Figure 1. Power grid.
Bar = 20 um. Pins as bars on the die edge.
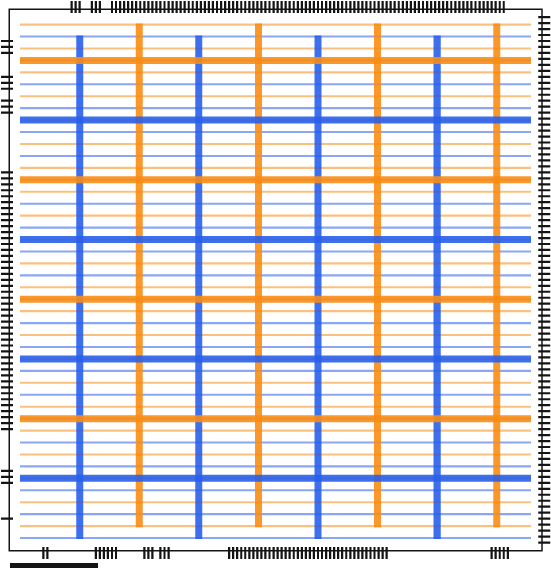
Figure 2. Placed cells, one color a class.
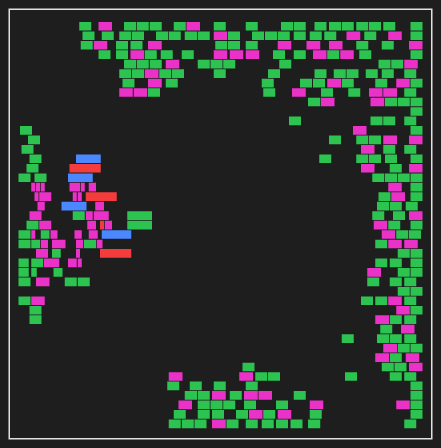
Figure 3. Clock distribution.
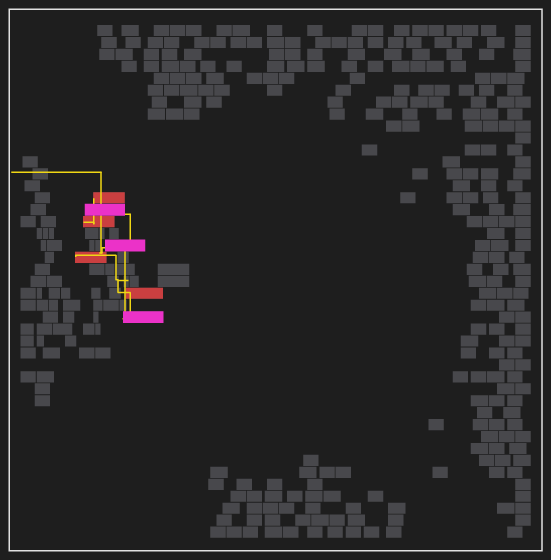
==> src/rtl/soc_bus_pkg.sv <==
// Shared definitions for the SoC RAM bus: widths, arbiter state encoding
// and small helpers used by every bus master / arbiter block.
package soc_bus_pkg;

    localparam int XLEN_DEFAULT = 32;
    localparam int WMASK_W      = 4;

    // Arbiter sequencing states; encoding shared with other bus blocks.
    typedef enum logic [1:0] {
        ST_IDLE   = 2'd0,
        ST_ACCESS = 2'd1,
        ST_RESP   = 2'd2
    } arb_state_t;

    // A master is requesting when it strobes a read or presents any write byte.
    function automatic logic bus_request(input logic rstrb, input logic [WMASK_W-1:0] wmask);
        return rstrb | (|wmask);
    endfunction

    // Any write byte makes the access a write, even if rstrb is also high.
    function automatic logic bus_is_write(input logic [WMASK_W-1:0] wmask);
        return |wmask;
    endfunction

endpackage

==> src/rtl/rr_pick2.sv <==
// Combinational 2-way round-robin picker. On a tie the master that was not
// served last wins; a lone requester always wins.
module rr_pick2 (
    input  logic req0,
    input  logic req1,
    input  logic last,
    output logic grant_valid,
    output logic grant_idx
);

    // Pick a winner from the current requests and the last-served index.
    always_comb begin
        grant_valid = req0 | req1;
        grant_idx   = 1'b0;
        if (req0 && req1) begin
            grant_idx = ~last;
        end else if (req1) begin
            grant_idx = 1'b1;
        end
    end

endmodule

==> src/rtl/mem_arbiter.sv <==
// Two-master arbiter in front of the single registered-read SoC RAM port.
// One transaction at a time: IDLE -> ACCESS (RAM samples) -> RESP (ready).
// A waiting second master is granted straight out of RESP with no bubble.
module mem_arbiter
    import soc_bus_pkg::*;
#(
    parameter int XLEN = XLEN_DEFAULT
) (
    input  logic               clk,
    input  logic               reset,
    input  logic [XLEN-1:0]    m0_addr,
    input  logic               m0_rstrb,
    input  logic [XLEN-1:0]    m0_wdata,
    input  logic [WMASK_W-1:0] m0_wmask,
    output logic [XLEN-1:0]    m0_rdata,
    output logic               m0_ready,
    input  logic [XLEN-1:0]    m1_addr,
    input  logic               m1_rstrb,
    input  logic [XLEN-1:0]    m1_wdata,
    input  logic [WMASK_W-1:0] m1_wmask,
    output logic [XLEN-1:0]    m1_rdata,
    output logic               m1_ready,
    output logic [XLEN-1:0]    mem_addr,
    output logic               mem_rstrb,
    output logic [XLEN-1:0]    mem_wdata,
    output logic [WMASK_W-1:0] mem_wmask,
    input  logic [XLEN-1:0]    mem_rdata,
    output logic               busy,
    output logic               owner
);

    arb_state_t state_reg, state_next;
    logic       owner_reg, owner_next;
    logic       last_reg, last_next;

    // Per-master views of the bus so selection is a plain index by owner.
    logic [XLEN-1:0]    m_addr  [2];
    logic [XLEN-1:0]    m_wdata [2];
    logic [WMASK_W-1:0] m_wmask [2];
    logic [1:0]         m_rstrb;
    logic [1:0]         req;
    logic [1:0]         ready_vec;

    logic grant_valid;
    logic grant_idx;
    logic other_idx;
    logic sel_write;

    assign m_addr[0]  = m0_addr;
    assign m_addr[1]  = m1_addr;
    assign m_wdata[0] = m0_wdata;
    assign m_wdata[1] = m1_wdata;
    assign m_wmask[0] = m0_wmask;
    assign m_wmask[1] = m1_wmask;
    assign m_rstrb    = {m1_rstrb, m0_rstrb};

    genvar gi;
    generate
        for (gi = 0; gi < 2; gi++) begin : g_master
            assign req[gi]       = bus_request(m_rstrb[gi], m_wmask[gi]);
            assign ready_vec[gi] = (state_reg == ST_RESP) && (owner_reg == 1'(gi));
        end
    endgenerate

    // Tie-break only matters in IDLE; RESP always hands over to the other master.
    rr_pick2 u_pick (
        .req0        (req[0]),
        .req1        (req[1]),
        .last        (last_reg),
        .grant_valid (grant_valid),
        .grant_idx   (grant_idx)
    );

    assign other_idx = ~owner_reg;
    assign sel_write = bus_is_write(m_wmask[owner_reg]);

    // State, owner and last-served registers; last starts at 1 so master 0 wins the first tie.
    always_ff @(posedge clk) begin
        if (reset) begin
            state_reg <= ST_IDLE;
            owner_reg <= 1'b0;
            last_reg  <= 1'b1;
        end else begin
            state_reg <= state_next;
            owner_reg <= owner_next;
            last_reg  <= last_next;
        end
    end

    // Next-state logic: grant from IDLE, one ACCESS cycle, one RESP cycle.
    always_comb begin
        state_next = state_reg;
        owner_next = owner_reg;
        last_next  = last_reg;
        unique case (state_reg)
            ST_IDLE: begin
                if (grant_valid) begin
                    owner_next = grant_idx;
                    state_next = ST_ACCESS;
                end
            end
            ST_ACCESS: begin
                last_next  = owner_reg;
                state_next = ST_RESP;
            end
            ST_RESP: begin
                // The owner's request is still its completing one, so only the other counts.
                if (req[other_idx]) begin
                    owner_next = other_idx;
                    state_next = ST_ACCESS;
                end else begin
                    state_next = ST_IDLE;
                end
            end
            default: begin
                state_next = ST_IDLE;
            end
        endcase
    end

    // RAM drive: address/data always follow the owner, strobes only live in ACCESS.
    always_comb begin
        mem_addr  = m_addr[owner_reg];
        mem_wdata = m_wdata[owner_reg];
        mem_wmask = '0;
        mem_rstrb = 1'b0;
        if (state_reg == ST_ACCESS) begin
            mem_wmask = m_wmask[owner_reg];
            mem_rstrb = m_rstrb[owner_reg] & ~sel_write;
        end
    end

    assign m0_ready = ready_vec[0];
    assign m1_ready = ready_vec[1];
    assign m0_rdata = mem_rdata;
    assign m1_rdata = mem_rdata;
    assign busy     = (state_reg != ST_IDLE);
    assign owner    = owner_reg;

endmodule

==> config.mk <==
export PLATFORM = sky130hd
export DESIGN_NAME = mem_arbiter
export DESIGN_NICKNAME = d
export VERILOG_FILES = /design/src/rtl/soc_bus_pkg.sv /design/src/rtl/rr_pick2.sv /design/src/rtl/mem_arbiter.sv
export SDC_FILE = /design/constraint.sdc
export NUM_CORES = 1
export LEC_CHECK = 0
export CAP_MARGIN = 30
export CORE_AREA = 2 2 119 121
export CTS_CLUSTER_SIZE = 25
export DETAILED_ROUTE_END_ITERATION = 7
export DIE_AREA = 0 0 121 123
export SYNTH_ARGS = -nofsm -noshare
export SYNTH_HDL_FRONTEND = slang
export SYNTH_SLANG_ARGS = --single-unit
==> constraint.sdc <==
create_clock -name clk -period 2.2 [get_ports clk]
set_input_delay 0.44 -clock clk [delete_from_list [all_inputs] [get_ports clk]]
set_output_delay 0.44 -clock clk [all_outputs]
set_load 0.005 [all_outputs]
==> out/results.tsv <==
metric	value	unit
status	finished, final reports clean	
cts_buffers	3	
warning_count	26	
clock.fmax	0.463	GHz
rows	43	
ir_drop	0.253	mV
ys_seq_share	5.20	%
grt_pass1_vias	1824	
whs_endpoint	last_reg$_SDFFE_PP1P_	
crit_path_top_delay_cell	clkdlybuf4s50_1	
worstSetupPathType	reg2out	
setup_slack	0.0399	ns
antenna_found_initial	1	
placed_area	0.00344	mm2
die_h	123	um
die-width	121	um
swShare	23.6	%
drtAntennaViolNets	0	
syn_area	0.00154	mm2
holdWs	0.459	ns
compound_area_share	3.09	%
core	0.0136	mm2
timing.rr.start	owner$_SDFFE_PP0P_	
About Figure 1:
VSS -> blue
VDD -> orange
met5 straps = 8
met4 straps = 8
rows = 43
signal pins = 309

About Figure 2:
combinational and other logic -> magenta  # cells 96, share of their area 29%
remaining buffers and delay cells -> green  # cells 218, share of their area 66%
sequential cells -> blue  # cells 4, share of their area 2.6%
clock drivers and dummy loads -> red  # cells 4, share of their area 2.4%

About Figure 3:
clock wires -> yellow  # length 125 um
flip-flops -> red  # count 4
clock drivers -> magenta  # count 3
flops lie = middle left
routed clock nets = 4

-- cells in the final DEF (no fill, tap or decap), types with 2 or more instances in the layout --
master / count
buf_12: 2
buf_4: 4
clkbuf_16: 3
clkdlybuf4s15_1: 2
clkdlybuf4s50_1: 207
dfxtp_1: 3
dlygate4sd2_1: 2
mux2_2: 64
mux2i_1: 4
nand2b_1: 4
nor2_1: 8
nor3b_1: 2
nor4_1: 2
-- metal layers --
| metal | routed length [um] | part of all wire (%) | vias up | track usage [%] |
|---|---|---|---|---|
| li1 | - | - | 832 | - |
| met1 | 2370 | 32 | 794 | 8.18 |
| met2 | 3930 | 53 | 135 | 16.5 |
| met3 | 910 | 12 | 16 | 3.00 |
| met4 | 181 | 2.4 | 0 | 3.34 |
| met5 | 0 | 0 | - | 0 |
Power is estimated from default activity; no workload was simulated.
